Design peridot_dualboot_responder, sky130hd; sources not shown.
**PDN straps and rails**

The bar under the picture is 20 µm long. Pins as bars on the die edge.
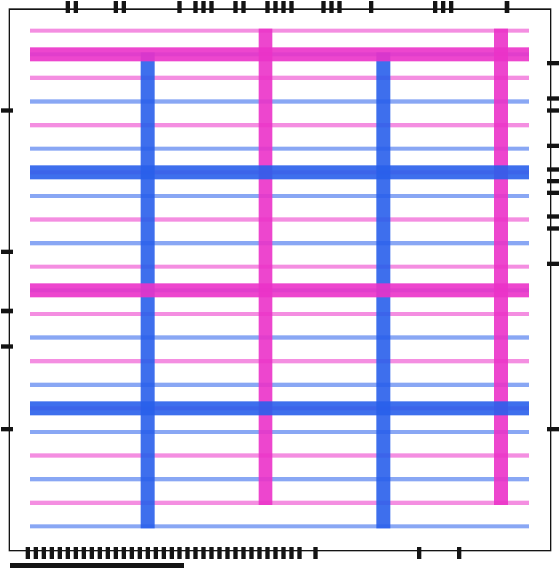
Blue marks VSS. Magenta marks VDD.
The core has 21 rows. 22 met1 rails follow the rows. 4 straps on met4.
chip height: 62.2 µm
die width: 62.2 µm
peak supply drop: 153 µV
Core ar.: 3280 µm²

**Placement by cell class**

The bar under the picture is 20 µm long.
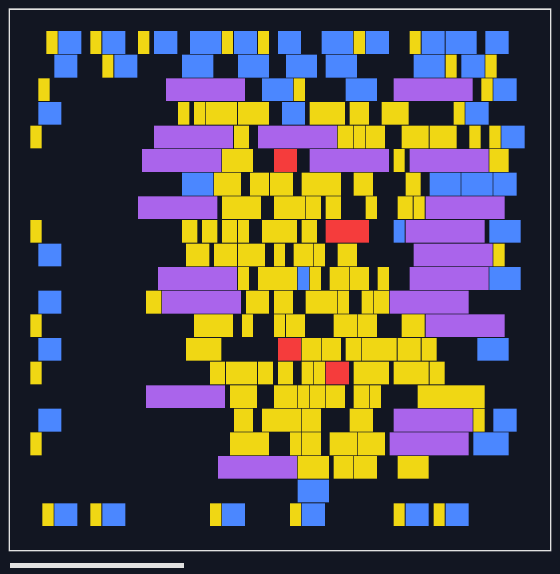
Yellow marks remaining logic cells, cells 128, share of their area 46%. Red marks clock drivers and dummy loads, cells 4, share of their area 2.1%. Blue marks remaining buffers and delay cells, cells 48, share of their area 23%. Purple marks sequential cells, cells 20, share of their area 29%.
fin util: 0.545
Row Count: 21
sequential share of cell area: 0.280
fin area: 1790 µm²

**Clock distribution**

The bar under the picture is 20 µm long.
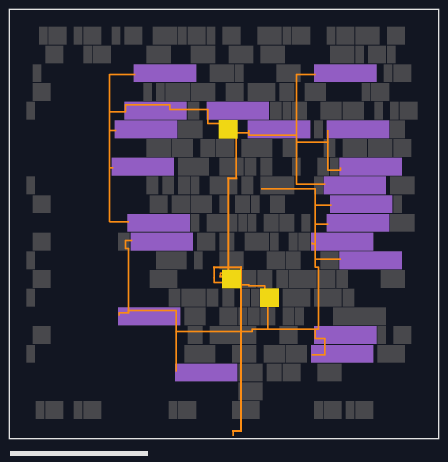
Purple marks flip-flops, count 20. Yellow marks clock-net drivers, count 3. Orange marks clock wires, length 262 µm.
There are 4 routed clock nets.
clk_lat worst skew: 310 ps
part of the power in the clock network: 0.231
clk pwr: 0.166 mW
Worst Skew: 4.87 ps

==> results_dict.tcl <==
# implementation run metrics
set metrics [dict create \
    max_slew_margin 0.511 \
    firstDrtPassIters 7 \
    clk_pin_slew_ps 110 \
    synth_top_area_share 0.351 \
    finalPower_mw 0.718 \
    worstMarginPinSlew_ps 733 \
    max_freq_mhz 514 \
    sh_comb_area 0.426 \
    num-nets-final 248 \
    largest_cell_class "multi-input combinational cells" \
    warnings 59 \
    dr_wl_met3_um 186 \
    crit_path_end_kind "flip-flop" \
    h-tree-depth 1 \
    synthArstFlopShare 1.00 \
    grt.total_usage 0.154 \
    ys_chip_area_um2 1420 \
    netlist_area_um2 1420 \
    rr_worst_depth 6 \
    aoi_share 0.177 \
    fin_setup_tns_ps 0 \
    leakagePower_nw 0.881 \
    ios 76 \
    root_buffer "clkbuf_4" \
    netlist_top_cells_area "dfrtp_1, buf_4, mux2i_1, ha_1, a21oi_1" \
    clk_path_buf_depth 2 \
    final_cell_mix "buf_4, conb_1, dfrtp_1" \
    path_buffers 1 \
    cts_tree "yes" \
    n_all_buffers 48 \
    cp_slowest_cell "or4_1" \
    yosysCellCount 152 \
    final_antenna_net_count 0 \
    regArea_um2 500 \
    cts.sinks 20 \
    clkCellAreaFrac 0.0203 \
    top_cell "buf_4" \
    drc_errors 0 \
    n_sequential_cell 20 \
    crit_family "simple AND/OR/NAND/NOR gates" \
    gp_congestion 0.883 \
    startpoint_type "flip-flop" \
    hold_path_class "flip-flop to flip-flop" \
    status "completed" \
    wirelength_um 2880 \
    fp_util 0.434 \
    worst-path-stages 6 \
    ys.warnings.count 0 \
    ys_top_logic_family "simple AND/OR/NAND/NOR gates" \
    hold_depth 1 \
    drv_slew 0 \
    synth_cells 152 \
    critPathRequiredTime_ps 3130 \
    io_buffer_count 17 \
    logic_area_um2 762 \
    drv_cap 0 \
    rsz0062_at_grt "false" \
    path_cells "inv_1 > ha_1 > or2_2 > a21boi_2 > or4_1 > a21oi_1" \
    syn2layout_area_growth_pct 25.7 \
    grt_first_pass_wirelength_um 4920 \
    finalSetupViolCount 0 \
    vias 1186 \
    finalHoldViolCount 0 \
    drive_gt1_frac 0.205 \
    die_area_um2 3870 \
    crit_path_max_incr_delay_ps 510 \
    min_period_ps 1940 \
    logic_gates 119 \
    grt_max_degree 21 \
    ys_seq_share 0.351 \
    antenna_cells 0 \
    vias_per_cell 4.82 \
    top_layer "met4" \
    numCtsBuffers 3 \
    post-route-period-util 0.671 \
    taps 46 \
    ys_seq_elements 20 \
    drt_iter0_markers 75 \
    mux_area_frac 0.0492 \
]
where the power goes:
part           leakage [nW]  switching, mW  internal, mW
Clock                0.0210         0.0894        0.0766
Combinational         0.584          0.145         0.103
Sequential            0.276         0.0134         0.291
Total                 0.881          0.248         0.470
through the flow:
stage          cell area (µm²)  std cells  setup WS [ps]  hold WS [ps]  utilization
6_report                  1790        246            955           518        0.545
3_5_place_dp              1750        242            664           489        0.534
3_3_place_gp              1750        242            692           486        0.534
2_1_floorplan             1530        179           1110           399            -
4_1_cts                   1790        246            953           515        0.545
5_1_grt                   1790        246            862           530        0.545
per-layer routing:
layer	GRT usage	up-vias
met2	0.269	52
met5	0	-
met3	0.0163	14
li1	-	588
met4	0.0667	0
met1	0.193	532
Power and IR drop assume default switching activity.
